### src/rtl/ctx_mem_arbiter_if.sv
// Signal bundle between the arbiter, its three requesters and the shared memory port.
// The slave modport is the arbiter's view; master is the surrounding environment's.
interface ctx_mem_arbiter_if;
   logic        core_req_i;
   logic        core_we_i;
   logic [3:0]  core_be_i;
   logic [31:0] core_addr_i;
   logic [31:0] core_wdata_i;
   logic        core_gnt_o;
   logic        core_rvalid_o;
   logic [31:0] core_rdata_o;

   logic        ctx_wr_valid_i;
   logic [31:0] ctx_wr_addr_i;
   logic [31:0] ctx_wr_data_i;
   logic        ctx_wr_ready_o;
   logic        ctx_rd_valid_i;
   logic [31:0] ctx_rd_addr_i;
   logic        ctx_rd_ready_o;
   logic        ctx_rd_resp_valid_o;
   logic [31:0] ctx_rd_resp_data_o;

   logic        mem_req_o;
   logic        mem_we_o;
   logic [3:0]  mem_be_o;
   logic [31:0] mem_addr_o;
   logic [31:0] mem_wdata_o;
   logic        mem_gnt_i;
   logic        mem_rvalid_i;
   logic [31:0] mem_rdata_i;

   modport slave (
      input  core_req_i, core_we_i, core_be_i, core_addr_i, core_wdata_i,
      output core_gnt_o, core_rvalid_o, core_rdata_o,
      input  ctx_wr_valid_i, ctx_wr_addr_i, ctx_wr_data_i,
      output ctx_wr_ready_o,
      input  ctx_rd_valid_i, ctx_rd_addr_i,
      output ctx_rd_ready_o, ctx_rd_resp_valid_o, ctx_rd_resp_data_o,
      output mem_req_o, mem_we_o, mem_be_o, mem_addr_o, mem_wdata_o,
      input  mem_gnt_i, mem_rvalid_i, mem_rdata_i
   );

   modport master (
      output core_req_i, core_we_i, core_be_i, core_addr_i, core_wdata_i,
      input  core_gnt_o, core_rvalid_o, core_rdata_o,
      output ctx_wr_valid_i, ctx_wr_addr_i, ctx_wr_data_i,
      input  ctx_wr_ready_o,
      output ctx_rd_valid_i, ctx_rd_addr_i,
      input  ctx_rd_ready_o, ctx_rd_resp_valid_o, ctx_rd_resp_data_o,
      input  mem_req_o, mem_we_o, mem_be_o, mem_addr_o, mem_wdata_o,
      output mem_gnt_i, mem_rvalid_i, mem_rdata_i
   );
endinterface

### src/rtl/ctx_mem_arbiter.sv
// Shares one OBI data-memory port between the core and the RTOS context write/read channels,
// with grant-hold locking, in-order response routing and a bound on ctx starvation.
//
// state    | meaning
// ST_OPEN  | free to arbitrate among pending requests
// ST_HOLD  | request issued but not granted; selection frozen on lock_src_q
module ctx_mem_arbiter #(
   parameter int unsigned MAX_OUTSTANDING = 2,
   parameter int unsigned STARVE_LIMIT    = 4
) (
   input  logic                  clk_i,
   input  logic                  rst_ni,
   ctx_mem_arbiter_if.slave      bus,
   output logic                  busy_o,
   output logic                  err_o
);
   localparam int CW = $clog2(MAX_OUTSTANDING + 1);
   localparam int PW = (MAX_OUTSTANDING > 1) ? $clog2(MAX_OUTSTANDING) : 1;

   typedef enum logic [1:0] {SRC_CORE = 2'd0, SRC_WR = 2'd1, SRC_RD = 2'd2} src_e;
   typedef enum logic {ST_OPEN = 1'b0, ST_HOLD = 1'b1} state_e;

   state_e          state_q, state_d;
   src_e            lock_src_q, lock_src_d;
   logic [3:0]      starve_q, starve_d;
   logic            rr_q, rr_d;
   logic [PW-1:0]   wr_ptr_q, wr_ptr_d, rd_ptr_q, rd_ptr_d;
   logic [CW-1:0]   cnt_q, cnt_d;
   logic            err_q, err_d;
   src_e            fifo_q [MAX_OUTSTANDING];
   src_e            fifo_d [MAX_OUTSTANDING];

   src_e            sel;
   src_e            head;
   logic            req, fire, pop, ctx_any;

   function automatic logic [PW-1:0] ptr_inc(input logic [PW-1:0] p);
      return (p == PW'(MAX_OUTSTANDING - 1)) ? '0 : p + PW'(1);
   endfunction

   assign ctx_any = bus.ctx_wr_valid_i | bus.ctx_rd_valid_i;
   assign head    = fifo_q[rd_ptr_q];
   assign fire    = req & bus.mem_gnt_i;
   assign pop     = bus.mem_rvalid_i & (cnt_q != '0);

   // Gating on rst_ni keeps every output low while reset is held, even with requests pending.
   always_comb begin
      sel = SRC_CORE;
      req = 1'b0;
      if (rst_ni) begin
         if (state_q == ST_HOLD) begin
            sel = lock_src_q;
            req = 1'b1;
         end else if (cnt_q != CW'(MAX_OUTSTANDING)) begin
            if (bus.core_req_i && (!ctx_any || starve_q < 4'(STARVE_LIMIT))) begin
               sel = SRC_CORE;
               req = 1'b1;
            end else if (ctx_any) begin
               req = 1'b1;
               if (bus.ctx_wr_valid_i && bus.ctx_rd_valid_i) sel = rr_q ? SRC_RD : SRC_WR;
               else if (bus.ctx_wr_valid_i)                  sel = SRC_WR;
               else                                          sel = SRC_RD;
            end
         end
      end
   end

   always_comb begin
      bus.mem_req_o   = req;
      bus.mem_we_o    = 1'b0;
      bus.mem_be_o    = 4'h0;
      bus.mem_addr_o  = 32'h0;
      bus.mem_wdata_o = 32'h0;
      if (req) begin
         unique case (sel)
            SRC_CORE: begin
               bus.mem_we_o    = bus.core_we_i;
               bus.mem_be_o    = bus.core_be_i;
               bus.mem_addr_o  = bus.core_addr_i;
               bus.mem_wdata_o = bus.core_wdata_i;
            end
            SRC_WR: begin
               bus.mem_we_o    = 1'b1;
               bus.mem_be_o    = 4'hF;
               bus.mem_addr_o  = bus.ctx_wr_addr_i;
               bus.mem_wdata_o = bus.ctx_wr_data_i;
            end
            default: begin
               bus.mem_be_o    = 4'hF;
               bus.mem_addr_o  = bus.ctx_rd_addr_i;
            end
         endcase
      end
      bus.core_gnt_o          = fire & (sel == SRC_CORE);
      bus.ctx_wr_ready_o      = fire & (sel == SRC_WR);
      bus.ctx_rd_ready_o      = fire & (sel == SRC_RD);
      bus.core_rvalid_o       = pop & (head == SRC_CORE);
      bus.core_rdata_o        = (pop && head == SRC_CORE) ? bus.mem_rdata_i : 32'h0;
      bus.ctx_rd_resp_valid_o = pop & (head == SRC_RD);
      bus.ctx_rd_resp_data_o  = (pop && head == SRC_RD) ? bus.mem_rdata_i : 32'h0;
      busy_o                  = (state_q == ST_HOLD) | (cnt_q != '0);
      err_o                   = err_q;
   end

   always_comb begin
      state_d    = (req && !bus.mem_gnt_i) ? ST_HOLD : ST_OPEN;
      lock_src_d = (req && !bus.mem_gnt_i) ? sel : lock_src_q;
      rr_d       = rr_q ^ (fire && sel != SRC_CORE);
      starve_d   = starve_q;
      if ((fire && sel != SRC_CORE) || !ctx_any) starve_d = 4'h0;
      else if (fire)
         starve_d = (starve_q >= 4'(STARVE_LIMIT)) ? 4'(STARVE_LIMIT) : starve_q + 4'h1;
      fifo_d   = fifo_q;
      wr_ptr_d = wr_ptr_q;
      rd_ptr_d = rd_ptr_q;
      cnt_d    = cnt_q;
      if (fire) begin
         fifo_d[wr_ptr_q] = sel;
         wr_ptr_d         = ptr_inc(wr_ptr_q);
      end
      if (pop) rd_ptr_d = ptr_inc(rd_ptr_q);
      if (fire && !pop)      cnt_d = cnt_q + CW'(1);
      else if (!fire && pop) cnt_d = cnt_q - CW'(1);
      err_d = err_q | (bus.mem_rvalid_i & (cnt_q == '0));
   end

   always_ff @(posedge clk_i or negedge rst_ni) begin
      if (!rst_ni) begin
         state_q    <= ST_OPEN;
         lock_src_q <= SRC_CORE;
         starve_q   <= 4'h0;
         rr_q       <= 1'b0;
         wr_ptr_q   <= '0;
         rd_ptr_q   <= '0;
         cnt_q      <= '0;
         err_q      <= 1'b0;
         fifo_q     <= '{default: SRC_CORE};
      end else begin
         state_q    <= state_d;
         lock_src_q <= lock_src_d;
         starve_q   <= starve_d;
         rr_q       <= rr_d;
         wr_ptr_q   <= wr_ptr_d;
         rd_ptr_q   <= rd_ptr_d;
         cnt_q      <= cnt_d;
         err_q      <= err_d;
         fifo_q     <= fifo_d;
      end
   end
endmodule

### src/flat_wrapper.sv
// flat-port wrapper written by rule: the top's interface ports become plain ports
module ctx_mem_arbiter_flat 
#(
   parameter int unsigned MAX_OUTSTANDING = 2,
   parameter int unsigned STARVE_LIMIT    = 4
)
  (clk_i, rst_ni, busy_o, err_o, bus_core_req_i, bus_core_we_i, bus_core_be_i, bus_core_addr_i, bus_core_wdata_i, bus_core_gnt_o, bus_core_rvalid_o, bus_core_rdata_o, bus_ctx_wr_valid_i, bus_ctx_wr_addr_i, bus_ctx_wr_data_i, bus_ctx_wr_ready_o, bus_ctx_rd_valid_i, bus_ctx_rd_addr_i, bus_ctx_rd_ready_o, bus_ctx_rd_resp_valid_o, bus_ctx_rd_resp_data_o, bus_mem_req_o, bus_mem_we_o, bus_mem_be_o, bus_mem_addr_o, bus_mem_wdata_o, bus_mem_gnt_i, bus_mem_rvalid_i, bus_mem_rdata_i);
  ctx_mem_arbiter_if bus_i ();
  input  logic clk_i;
  input  logic rst_ni;
  output logic busy_o;
  output logic err_o;
  input wire logic [$bits(bus_i.core_req_i)-1:0] bus_core_req_i;
  input wire logic [$bits(bus_i.core_we_i)-1:0] bus_core_we_i;
  input wire logic [$bits(bus_i.core_be_i)-1:0] bus_core_be_i;
  input wire logic [$bits(bus_i.core_addr_i)-1:0] bus_core_addr_i;
  input wire logic [$bits(bus_i.core_wdata_i)-1:0] bus_core_wdata_i;
  output wire logic [$bits(bus_i.core_gnt_o)-1:0] bus_core_gnt_o;
  output wire logic [$bits(bus_i.core_rvalid_o)-1:0] bus_core_rvalid_o;
  output wire logic [$bits(bus_i.core_rdata_o)-1:0] bus_core_rdata_o;
  input wire logic [$bits(bus_i.ctx_wr_valid_i)-1:0] bus_ctx_wr_valid_i;
  input wire logic [$bits(bus_i.ctx_wr_addr_i)-1:0] bus_ctx_wr_addr_i;
  input wire logic [$bits(bus_i.ctx_wr_data_i)-1:0] bus_ctx_wr_data_i;
  output wire logic [$bits(bus_i.ctx_wr_ready_o)-1:0] bus_ctx_wr_ready_o;
  input wire logic [$bits(bus_i.ctx_rd_valid_i)-1:0] bus_ctx_rd_valid_i;
  input wire logic [$bits(bus_i.ctx_rd_addr_i)-1:0] bus_ctx_rd_addr_i;
  output wire logic [$bits(bus_i.ctx_rd_ready_o)-1:0] bus_ctx_rd_ready_o;
  output wire logic [$bits(bus_i.ctx_rd_resp_valid_o)-1:0] bus_ctx_rd_resp_valid_o;
  output wire logic [$bits(bus_i.ctx_rd_resp_data_o)-1:0] bus_ctx_rd_resp_data_o;
  output wire logic [$bits(bus_i.mem_req_o)-1:0] bus_mem_req_o;
  output wire logic [$bits(bus_i.mem_we_o)-1:0] bus_mem_we_o;
  output wire logic [$bits(bus_i.mem_be_o)-1:0] bus_mem_be_o;
  output wire logic [$bits(bus_i.mem_addr_o)-1:0] bus_mem_addr_o;
  output wire logic [$bits(bus_i.mem_wdata_o)-1:0] bus_mem_wdata_o;
  input wire logic [$bits(bus_i.mem_gnt_i)-1:0] bus_mem_gnt_i;
  input wire logic [$bits(bus_i.mem_rvalid_i)-1:0] bus_mem_rvalid_i;
  input wire logic [$bits(bus_i.mem_rdata_i)-1:0] bus_mem_rdata_i;
  assign bus_i.core_req_i = bus_core_req_i;
  assign bus_i.core_we_i = bus_core_we_i;
  assign bus_i.core_be_i = bus_core_be_i;
  assign bus_i.core_addr_i = bus_core_addr_i;
  assign bus_i.core_wdata_i = bus_core_wdata_i;
  assign bus_core_gnt_o = bus_i.core_gnt_o;
  assign bus_core_rvalid_o = bus_i.core_rvalid_o;
  assign bus_core_rdata_o = bus_i.core_rdata_o;
  assign bus_i.ctx_wr_valid_i = bus_ctx_wr_valid_i;
  assign bus_i.ctx_wr_addr_i = bus_ctx_wr_addr_i;
  assign bus_i.ctx_wr_data_i = bus_ctx_wr_data_i;
  assign bus_ctx_wr_ready_o = bus_i.ctx_wr_ready_o;
  assign bus_i.ctx_rd_valid_i = bus_ctx_rd_valid_i;
  assign bus_i.ctx_rd_addr_i = bus_ctx_rd_addr_i;
  assign bus_ctx_rd_ready_o = bus_i.ctx_rd_ready_o;
  assign bus_ctx_rd_resp_valid_o = bus_i.ctx_rd_resp_valid_o;
  assign bus_ctx_rd_resp_data_o = bus_i.ctx_rd_resp_data_o;
  assign bus_mem_req_o = bus_i.mem_req_o;
  assign bus_mem_we_o = bus_i.mem_we_o;
  assign bus_mem_be_o = bus_i.mem_be_o;
  assign bus_mem_addr_o = bus_i.mem_addr_o;
  assign bus_mem_wdata_o = bus_i.mem_wdata_o;
  assign bus_i.mem_gnt_i = bus_mem_gnt_i;
  assign bus_i.mem_rvalid_i = bus_mem_rvalid_i;
  assign bus_i.mem_rdata_i = bus_mem_rdata_i;
  ctx_mem_arbiter #(.MAX_OUTSTANDING(MAX_OUTSTANDING), .STARVE_LIMIT(STARVE_LIMIT)) u_core (.clk_i(clk_i), .rst_ni(rst_ni), .bus(bus_i), .busy_o(busy_o), .err_o(err_o));
endmodule
### config.mk
export PLATFORM = sky130hd
export DESIGN_NAME = ctx_mem_arbiter_flat
export DESIGN_NICKNAME = d
export VERILOG_FILES = /design/src/rtl/ctx_mem_arbiter_if.sv /design/src/rtl/ctx_mem_arbiter.sv /design/src/flat_wrapper.sv
export SDC_FILE = /design/constraint.sdc
export NUM_CORES = 1
export LEC_CHECK = 0
export CORE_AREA = 2 2 133 135
export DETAILED_ROUTE_END_ITERATION = 10
export DIE_AREA = 0 0 135 137
export GPL_TIMING_DRIVEN = 0
export HOLD_SLACK_MARGIN = 0.02
export PLACE_DENSITY_LB_ADDON = 0.05
export SLEW_MARGIN = 40
export SYNTH_ARGS = -nofsm -noshare
export SYNTH_HDL_FRONTEND = slang
export SYNTH_SLANG_ARGS = --single-unit
### constraint.sdc
create_clock -name clk_i -period 2.2 [get_ports clk_i]
set_input_delay 0.22 -clock clk_i [delete_from_list [all_inputs] [get_ports clk_i]]
set_output_delay 0.22 -clock clk_i [all_outputs]
set_load 0.005 [all_outputs]
Close-up of the layout:
Window x 86 to 116, y 19 to 49 um. Cells in grey, sequential cells in the stronger grey; small squares are vias.
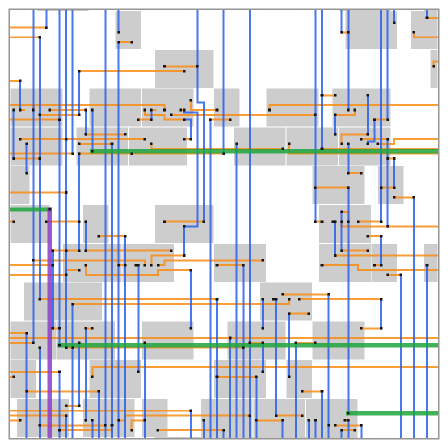
layer	colour
M3	green
M1	orange
M2	blue
M4	purple
cells with their middle in the window	44
most frequent	clkdlybuf4s50_1 (17), a221o_1 (8), buf_2 (8)
sequential cells in the window	0

Clock wires, drivers and flops:
The bar under the picture is 50 um long.
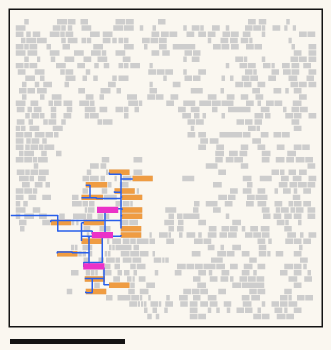
[clock wires] blue | length: 264 um
[clock-net drivers] magenta | count: 3
[flip-flops] orange | count: 17
routed clock nets	4

The clock network:
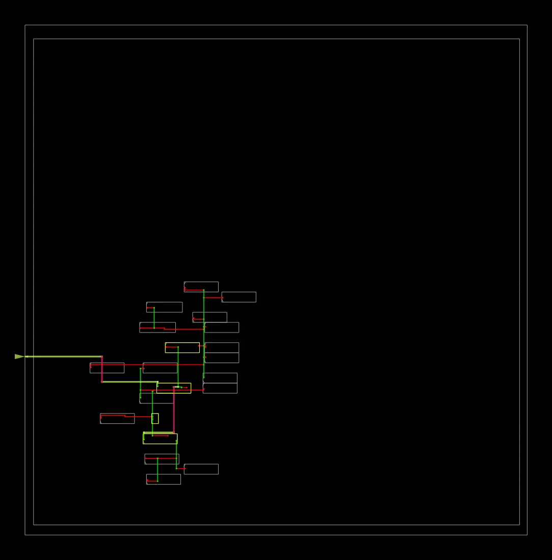
count of clock tree sinks: 17
Worst Skew: 2.138 ps
num sequential: 17
clock latency of the later-clocked register in the worst-skew pair: 250 ps

Where the registers sit:
The bar under the picture is 50 um long.
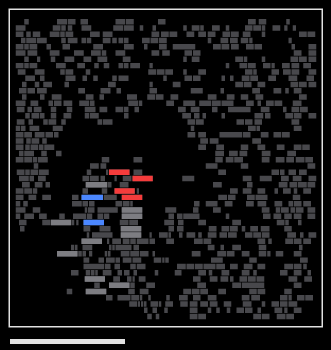
netlist name	colour	sequential cells
u_core.fifo_q	red	4
u_core.cnt_q	blue	2
not coloured	11
core utilization of the finished layout: 40.18%
register area: 427.9 sq um
sequential power: 0.000495 W
flip-flop and latch share of the layout cell area: 6.243%

==> notes.md <==
The synthesis and place-and-route flow finished, so here is a summary.

For reference, the placement row count at floorplan is 48. The global router's overall resource usage came out at 16.96%. The root buffer cell chosen for the clock tree is sky130_fd_sc_hd__clkbuf_16. The ratio of final minimum period to clock period is 106.3%. The final tally of hold violations came out at 0. The flow ran to the end, but the final reports show violations. The global routing met3 resource utilization came out at 4.741%. The worst hold slack is 462.3 ps. The routed length per instance came out at 19.47 um.

The power share of the combinational group is 78.6%. The routed wirelength on the met1 layer is recorded as 6697 um. The fraction of the mapped netlist area in adder cells came out at 1.050%. The mapped netlist covers 0.002382 sq mm. The number of cells after detailed placement is 857.

The depth of the worst hold-timing path came out at 1. The capture point of the critical path is bus_mem_addr_o[21]. The post-layout worst setup margin came out at -138.2 ps. The number of buffers and inverters on the critical path is 3. The total count of max-transition violations in the final report came out at 0. The ratio of routed vias to standard cells came out at 4.331. The number of flops mapped to enable cells by yosys came out at 0.

The required time of the worst setup path is 1980 ps. The post-synthesis instance total came out at 288. The global-route wire length before repair came out at 24,180 um. In this run the cell area measured after placement is 0.006102 sq mm.

The yosys-reported design area after synthesis is 0.002382 sq mm. The number of cells in the yosys synthesis report came out at 288. The cell-internal power came out at 0.002575 W. In the synthesized netlist, mux cells make up 2.836% of the area.

The power in the clock group is 0.000371 W. The number of fillers in the final layout came out at 1,734. The relative area change from synthesis to final layout came out at 187.7%.

The uppermost layer routed is met4. Setup repair after global routing could not meet its margin everywhere. The mean instance size in the synthesized netlist came out at 8.272 sq um. The count of antenna-violating nets left after detailed routing came out at 0.

The setup violation total in the final timing report came out at 62. The power dissipated by switching net loads is 0.001465 W. The checks that failed: negative setup slack. The non-clock buffer total of the final layout came out at 420.

The number of multi-input combinational cells in the layout is 235. The aoi/oai-family share of the synthesized area came out at 31.30%. Once synthesis finished, the tally of register bits stood at 17.

The count of non-CTS inverters in the layout is 5. The overall chip area is 0.01850 sq mm. The via count of the first global-routing pass came out at 3,939.

The origin of the critical flop-to-flop path is u_core.cnt_q[1]$_DFFE_PN0P_. Sorting the synthesized cells by area gives the leading types as sky130_fd_sc_hd__dfrtp_1 (18%), sky130_fd_sc_hd__and2_1 (18%), sky130_fd_sc_hd__a32o_1 (14%). The combinational family with the most area after synthesis is simple AND/OR/NAND/NOR gates.
No activity file was given, so power comes from the tool's default toggle rates.
